$ cat src/rtl/fifo_wr_arbiter_if.sv
// Purpose : Bundles the producer handshake and the FIFO write-port signals of
//           fifo_wr_arbiter into one interface.
// Signals :
//   req_valid_i     [NUM_REQ]          per-producer beat valid
//   req_data_i      [NUM_REQ*DSIZE]    producer i data at [i*DSIZE +: DSIZE]
//   req_ready_o     [NUM_REQ]          per-producer ready (combinational)
//   grant_o         [NUM_REQ]          one-hot current grant (registered)
//   fifo_wr_data_o  [DSIZE]            FIFO write data (registered)
//   fifo_wr_req_o                      FIFO write request (registered)
//   fifo_full_i                        FIFO full flag
//   fifo_occupied_i [$clog2(DEPTH)+1]  FIFO write-side occupancy
// Modports: slave = arbiter side, master = producers/FIFO side.
interface fifo_wr_arbiter_if #(
  parameter int unsigned NUM_REQ = 4,
  parameter int unsigned DSIZE   = 8,
  parameter int unsigned DEPTH   = 16
);
  localparam int unsigned OW = $clog2(DEPTH) + 1;

  logic [NUM_REQ-1:0]       req_valid_i;
  logic [NUM_REQ*DSIZE-1:0] req_data_i;
  logic [NUM_REQ-1:0]       req_ready_o;
  logic [NUM_REQ-1:0]       grant_o;
  logic [DSIZE-1:0]         fifo_wr_data_o;
  logic                     fifo_wr_req_o;
  logic                     fifo_full_i;
  logic [OW-1:0]            fifo_occupied_i;

  modport slave (
    input  req_valid_i, req_data_i, fifo_full_i, fifo_occupied_i,
    output req_ready_o, grant_o, fifo_wr_data_o, fifo_wr_req_o
  );

  modport master (
    output req_valid_i, req_data_i, fifo_full_i, fifo_occupied_i,
    input  req_ready_o, grant_o, fifo_wr_data_o, fifo_wr_req_o
  );
endinterface

$ cat src/rtl/fifo_wr_arbiter.sv
// Purpose : Round-robin arbiter sharing the write port of a FIFO among NUM_REQ
//           producers. Grants one producer per burst of up to MAX_BURST beats,
//           registers each accepted beat onto the FIFO write port, and throttles
//           on occupancy plus writes not yet visible in fifo_occupied_i so the
//           FIFO never holds more than DEPTH-HEADROOM entries.
// Ports   :
//   wr_clk    in  write-domain clock
//   wr_reset  in  synchronous active-high reset
//   bus       slave modport of fifo_wr_arbiter_if (producer + FIFO signals)
module fifo_wr_arbiter #(
  parameter int unsigned NUM_REQ   = 4,
  parameter int unsigned DSIZE     = 8,
  parameter int unsigned DEPTH     = 16,
  parameter int unsigned MAX_BURST = 4,
  parameter int unsigned HEADROOM  = 2,
  parameter int unsigned OCC_LAT   = 2
) (
  input  logic              wr_clk,
  input  logic              wr_reset,
  fifo_wr_arbiter_if.slave  bus
);

  localparam int unsigned IW    = (NUM_REQ > 1) ? $clog2(NUM_REQ) : 1;
  localparam int unsigned SW    = $clog2(DEPTH) + 2;
  localparam int unsigned CW    = $clog2(MAX_BURST + 1);
  localparam int unsigned PW    = $clog2(OCC_LAT + 1);
  localparam int unsigned LIMIT = DEPTH - HEADROOM;

  typedef enum logic {S_IDLE, S_BURST} state_t;

  state_t             r_state,     w_state_nxt;
  logic [NUM_REQ-1:0] r_grant,     w_grant_nxt;
  logic [IW-1:0]      r_ptr,       w_ptr_nxt;
  logic [IW-1:0]      r_gidx,      w_gidx_nxt;
  logic [CW-1:0]      r_burst_cnt, w_burst_cnt_nxt;
  logic [OCC_LAT-1:0] r_pend_sr;
  logic               r_wr_req;
  logic [DSIZE-1:0]   r_wr_data;

  logic [PW-1:0]      w_pending;
  logic [SW-1:0]      w_sum;
  logic               w_space_ok;
  logic [IW-1:0]      w_cand [NUM_REQ];
  logic [IW-1:0]      w_pick_idx;
  logic               w_pick_vld;
  logic               w_xfer;
  logic [NUM_REQ-1:0] w_ready;
  logic [DSIZE-1:0]   w_beat;

  // Writes issued in the last OCC_LAT cycles are not yet reflected in occupancy.
  always_comb begin
    w_pending = '0;
    for (int unsigned k = 0; k < OCC_LAT; k++) begin
      w_pending = w_pending + PW'(r_pend_sr[k]);
    end
  end

  // Conservative fill estimate, one bit wider than occupancy so it cannot wrap.
  always_comb begin
    w_sum      = SW'(bus.fifo_occupied_i) + SW'(w_pending) + SW'(r_wr_req);
    w_space_ok = !bus.fifo_full_i && (w_sum < SW'(LIMIT));
  end

  // Round-robin pick: first valid index after the last-grant pointer, wrapping.
  always_comb begin
    w_pick_vld = 1'b0;
    w_pick_idx = '0;
    for (int unsigned k = 0; k < NUM_REQ; k++) begin
      w_cand[k] = IW'((32'(r_ptr) + k + 1) % NUM_REQ);
    end
    for (int unsigned k = 0; k < NUM_REQ; k++) begin
      if (!w_pick_vld && bus.req_valid_i[w_cand[k]]) begin
        w_pick_vld = 1'b1;
        w_pick_idx = w_cand[k];
      end
    end
  end

  // One-hot data select of the granted producer.
  always_comb begin
    w_beat = '0;
    for (int unsigned k = 0; k < NUM_REQ; k++) begin
      if (r_grant[k]) begin
        w_beat = w_beat | bus.req_data_i[k*DSIZE +: DSIZE];
      end
    end
  end

  // Next-state and handshake logic.
  always_comb begin
    w_state_nxt     = r_state;
    w_grant_nxt     = r_grant;
    w_ptr_nxt       = r_ptr;
    w_gidx_nxt      = r_gidx;
    w_burst_cnt_nxt = r_burst_cnt;
    w_ready         = '0;
    w_xfer          = 1'b0;
    case (r_state)
      S_IDLE: begin
        w_grant_nxt = '0;
        if (w_pick_vld && w_space_ok) begin
          w_state_nxt     = S_BURST;
          w_grant_nxt     = NUM_REQ'(1) << w_pick_idx;
          w_gidx_nxt      = w_pick_idx;
          w_burst_cnt_nxt = '0;
        end
      end
      S_BURST: begin
        // Lack of space only stalls; grant and count are kept.
        w_ready = r_grant & {NUM_REQ{w_space_ok}};
        w_xfer  = w_space_ok && bus.req_valid_i[r_gidx];
        if (!bus.req_valid_i[r_gidx] ||
            (w_xfer && (r_burst_cnt == CW'(MAX_BURST - 1)))) begin
          w_state_nxt     = S_IDLE;
          w_grant_nxt     = '0;
          w_ptr_nxt       = r_gidx;
          w_burst_cnt_nxt = '0;
        end else if (w_xfer) begin
          w_burst_cnt_nxt = r_burst_cnt + CW'(1);
        end
      end
      default: begin
        w_state_nxt = S_IDLE;
        w_grant_nxt = '0;
      end
    endcase
  end

  // State and output registers.
  always_ff @(posedge wr_clk) begin
    if (wr_reset) begin
      r_state     <= S_IDLE;
      r_grant     <= '0;
      r_ptr       <= IW'(NUM_REQ - 1);
      r_gidx      <= '0;
      r_burst_cnt <= '0;
      r_pend_sr   <= '0;
      r_wr_req    <= 1'b0;
      r_wr_data   <= '0;
    end else begin
      r_state     <= w_state_nxt;
      r_grant     <= w_grant_nxt;
      r_ptr       <= w_ptr_nxt;
      r_gidx      <= w_gidx_nxt;
      r_burst_cnt <= w_burst_cnt_nxt;
      r_pend_sr   <= (r_pend_sr << 1) | OCC_LAT'(r_wr_req);
      r_wr_req    <= w_xfer;
      if (w_xfer) begin
        r_wr_data <= w_beat;
      end
    end
  end

  assign bus.req_ready_o    = w_ready;
  assign bus.grant_o        = r_grant;
  assign bus.fifo_wr_req_o  = r_wr_req;
  assign bus.fifo_wr_data_o = r_wr_data;

endmodule
$ cat src/flat_wrapper.sv
// flat-port wrapper written by rule: the top's interface ports become plain ports
module fifo_wr_arbiter_flat 
#(
  parameter int unsigned NUM_REQ   = 4,
  parameter int unsigned DSIZE     = 8,
  parameter int unsigned DEPTH     = 16,
  parameter int unsigned MAX_BURST = 4,
  parameter int unsigned HEADROOM  = 2,
  parameter int unsigned OCC_LAT   = 2
)
  (wr_clk, wr_reset, bus_req_valid_i, bus_req_data_i, bus_fifo_full_i, bus_fifo_occupied_i, bus_req_ready_o, bus_grant_o, bus_fifo_wr_data_o, bus_fifo_wr_req_o);
  fifo_wr_arbiter_if #(.NUM_REQ(NUM_REQ), .DSIZE(DSIZE), .DEPTH(DEPTH)) bus_i ();
  input  logic wr_clk;
  input  logic wr_reset;
  input wire logic [$bits(bus_i.req_valid_i)-1:0] bus_req_valid_i;
  input wire logic [$bits(bus_i.req_data_i)-1:0] bus_req_data_i;
  input wire logic [$bits(bus_i.fifo_full_i)-1:0] bus_fifo_full_i;
  input wire logic [$bits(bus_i.fifo_occupied_i)-1:0] bus_fifo_occupied_i;
  output wire logic [$bits(bus_i.req_ready_o)-1:0] bus_req_ready_o;
  output wire logic [$bits(bus_i.grant_o)-1:0] bus_grant_o;
  output wire logic [$bits(bus_i.fifo_wr_data_o)-1:0] bus_fifo_wr_data_o;
  output wire logic [$bits(bus_i.fifo_wr_req_o)-1:0] bus_fifo_wr_req_o;
  assign bus_i.req_valid_i = bus_req_valid_i;
  assign bus_i.req_data_i = bus_req_data_i;
  assign bus_i.fifo_full_i = bus_fifo_full_i;
  assign bus_i.fifo_occupied_i = bus_fifo_occupied_i;
  assign bus_req_ready_o = bus_i.req_ready_o;
  assign bus_grant_o = bus_i.grant_o;
  assign bus_fifo_wr_data_o = bus_i.fifo_wr_data_o;
  assign bus_fifo_wr_req_o = bus_i.fifo_wr_req_o;
  fifo_wr_arbiter #(.NUM_REQ(NUM_REQ), .DSIZE(DSIZE), .DEPTH(DEPTH), .MAX_BURST(MAX_BURST), .HEADROOM(HEADROOM), .OCC_LAT(OCC_LAT)) u_core (.wr_clk(wr_clk), .wr_reset(wr_reset), .bus(bus_i));
endmodule
$ cat config.mk
export PLATFORM = sky130hd
export DESIGN_NAME = fifo_wr_arbiter_flat
export DESIGN_NICKNAME = d
export VERILOG_FILES = /design/src/rtl/fifo_wr_arbiter_if.sv /design/src/rtl/fifo_wr_arbiter.sv /design/src/flat_wrapper.sv
export SDC_FILE = /design/constraint.sdc
export NUM_CORES = 1
export LEC_CHECK = 0
export ABC_AREA = 1
export CELL_PAD_IN_SITES_DETAIL_PLACEMENT = 0
export CELL_PAD_IN_SITES_GLOBAL_PLACEMENT = 1
export CORE_UTILIZATION = 29
export DETAILED_ROUTE_END_ITERATION = 7
export PLACE_DENSITY = 0.8
export SYNTH_ARGS = -nofsm -noshare
export SYNTH_HDL_FRONTEND = slang
export SYNTH_SLANG_ARGS = --single-unit
$ cat constraint.sdc
create_clock -name wr_clk -period 3 [get_ports wr_clk]
set_input_delay 0.45 -clock wr_clk [delete_from_list [all_inputs] [get_ports wr_clk]]
set_output_delay 0.45 -clock wr_clk [all_outputs]
set_load 0.01 [all_outputs]
==> images/clocks.png <==
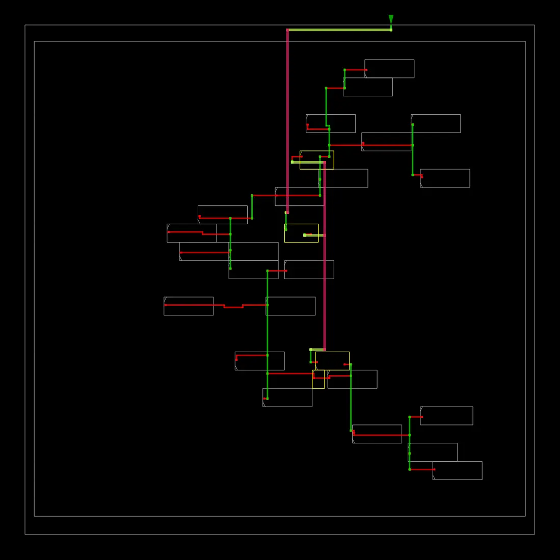
TritonCTS Sinks: 23
sequential cells: 23
clock latency at the later pin of the worst-skew pair: 0.27 ns
final worst clock skew: 0.00402 ns

==> images/io_placement.png <==
Scale bar: 20 um. Pins as bars across the die edge, other pins in gray.
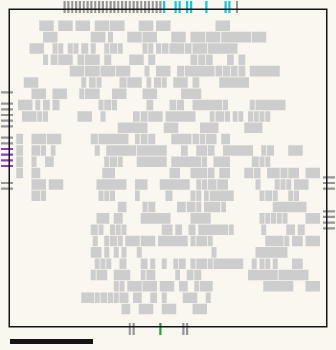
[green] wr_reset | pins: 1 | direction: input | edge: bottom
[cyan] bus_fifo_wr_data_o | pins: 8 | direction: output | edge: top
[purple] bus_req_ready_o | pins: 4 | direction: output | edge: left
Die X-Extent: 75.9 um
Die Y: 75.9 um
number of buffers inserted by port buffering: 60

==> images/detail.png <==
Scale bar: 5 um. Window x 28 to 48, y 43 to 63 um. Cells in gray, sequential cells in the stronger gray; small squares are vias.
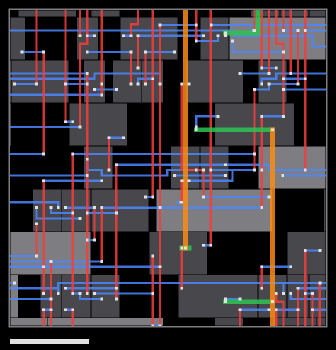
[red] metal 2
[orange] metal 4
[blue] metal 1
[green] metal 3
most frequent: clkdlybuf4s50_1 (6), nand2_1 (5), a21oi_1 (5)
cells with their middle in the window: 29
sequential cells in the window: 4
netlist names of flops here include: u_core.bus.fifo_wr_data_o (3), u_core.r_burst_cnt (1)

==> images/metal_density.png <==
The die is cut into 15 by 15 equal tiles; white is low, dark blue is high, scaled to the fullest tile. Values are wire area over tile area, all layers added.
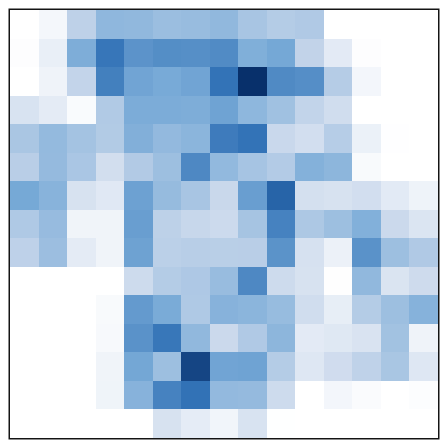
tiles over half the peak: 16%
mean over tiles: 0.11
fullest tile: 0.40

area by class of cell:
type	count	area, um^2
fillers	529	2840
multi-input cells	183	983
repair buffers	67	641
flip-flops and latches	23	462
inverters	29	111
well taps	70	87.6
clock buffers	3	41.3
clock inverters	1	5.00
layer usage:
| layer | GRT usage (%) | up-vias | wire length (um) |
|---|---|---|---|
| li1 | - | 901 | - |
| met1 | 19.9 | 751 | 1970 |
| met2 | 24.5 | 28 | 1940 |
| met3 | 1.59 | 5 | 99 |
| met4 | 5.14 | 0 | 55 |
| met5 | 0 | - | 0 |
timing repair:
item	in CTS	in global routing
resized	24	6
endpoints found under the setup margin	4	4
pin swaps	4	8
state kept, by name (all words and copies together) (netlist names):
name / cells
u_core.r_state: 1
u_core.r_ptr: 2
u_core.r_burst_cnt: 3
u_core.bus.fifo_wr_req_o: 1
u_core.bus.fifo_wr_data_o: 8
u_core.r_pend_sr: 2
u_core.r_gidx: 2
u_core.bus.grant_o: 4
logic make-up after synthesis:
| logic type | count (synthesis) | share of synthesized area (%) |
|---|---|---|
| xor gates and xnor gates | 1 | 0.553 |
| adders and majority gates | 5 | 4.90 |
| buffers and inverters | 38 | 10.2 |
| and+or+nand+nor | 130 | 37.6 |
| AOI/OAI and AO/OA | 47 | 17.7 |
| DFF | 23 | 29.1 |
critical path: stages, from the launching register on:
cell and delay (ns):
dfxtp_2 0.33, fa_1 0.56, nand2_2 0.07, fa_2 0.51, inv_1 0.03, nand2_1 0.05
nor2_1 0.04, nand3_1 0.09, nand2_2 0.08, inv_4 0.07, nand2_4 0.07, nor2_2 0.10
buf_2 0.12
==> run summary <==
Results of the flow run.

Per report_power, the clock group accounts for between 20% and 30% of the total. The synthesized design contains 0 enable-type register cells. Total power for the finished layout comes to approximately 0.00073 W.

The power dissipated in sequential cells stands at 0.000331 W. The total global-route track usage stands at 14.8%. Per STA, the endpoint of the critical path is bus_req_ready_o[0]. Logged for this run, the post-placement worst setup slack is -0.653 ns. Setup repair after global routing could not meet its margin everywhere. The worst setup path is of the flip-flop to output port kind.

The final timing report lists a hold violation count of 0. The clock transition at the register clock pins on the worst setup and hold paths after CTS stands at 0.08 ns. Per the log, the first TritonRoute iteration ended with a DRC count of around 53. The detailed placer reported the number of placed instances as between 300 and 400. The number of library cell types mapped by synthesis stands at 31. dfxtp_1 takes more of the synthesized area than any other cell. For this configuration, the core starts out at a cell density of 30.6%. The floorplan die area stands at between 0.005 and 0.006 mm^2. Headroom to the max-slew limit came out at between 60 and 70%. Once the clock tree was built, the setup fixing pass inserted 0 buffers. STA puts the critical path data arrival time at roughly 2.4 ns.

The area of the core region stands at around 0.0052 mm^2. For this design the top-level I/O count stands at around 61. The number of warning messages in the logs stands at 27. The portion of the clock cycle consumed by the worst path in the final layout stands at between 90 and 100%. The share of total power dissipated in combinational logic is 28.3%. In this run the clock root is driven by a clkbuf_8.

For reference, the critical path is launched at u_core.bus.fifo_wr_req_o. Per the final layout report, the fraction of cells sized above drive strength 1 comes to between 10% and 20%. The total power per unit cell area stands at 313 mW/mm^2. The routability congestion estimate stands at 0.775. The worst register-to-register path begins at u_core.bus.fifo_wr_req_o. The number of max-slew violations in the final report stands at 0. Logic depth along the worst register-to-register path is recorded as 14. Once layout is done, the placed cells without fillers occupy 0.00233 mm^2. The worst endpoint required time stands at 2.55 ns. The instance count along the most critical hold path stands at 2.

Yosys instantiated no cell more often than nand2_1. The flow ran to the end, and the final reports show no timing, DRC or antenna violations. For this run, the register share of the synthesized area comes to ~29%. The script logs the ratio of routed vias to standard cells as around 4.5. The library cell used most frequently in the layout, excluding fill and tap cells, is nand2_1. The final core utilization stands at roughly 45%.

STA classifies the critical path startpoint as a flip-flop. The floorplan has 26 rows. The DRC violation total left in the routed layout is recorded as 0.

The capture point of the worst register-to-register path is recorded as u_core.bus.grant_o[1]. The deepest clock path buffer count stands at 2. The flow reports an fmax of about 350 MHz. Across all setup checks in the final design, the least slack found is around 0.16 ns. The register-to-register path setup slack stands at approximately 0.55 ns. In the log, the iteration count for the first detailed-route pass is 4.

Entering global routing, the biggest net connects 17 pins. The worst hold path terminates at u_core.r_pend_sr[1]. The finished design was reported to have a net count of ~360. Summed over its instances, the top area cell type makes up ~29% of the synthesized netlist area. The number of CTS-inserted buffers stands at 3.

The wire length recorded after detailed routing is between 4 and 5 mm. The area of the mapped netlist stands at between 0.0015 and 0.002 mm^2. The number of buffers added to fix hold violations after cts stands at 0. By count the netlist is led by nand2_1 (74), inv_1 (26), a21oi_1 (24), dfxtp_1 (23), nand3_1 (20).
Power and IR drop assume default switching activity.
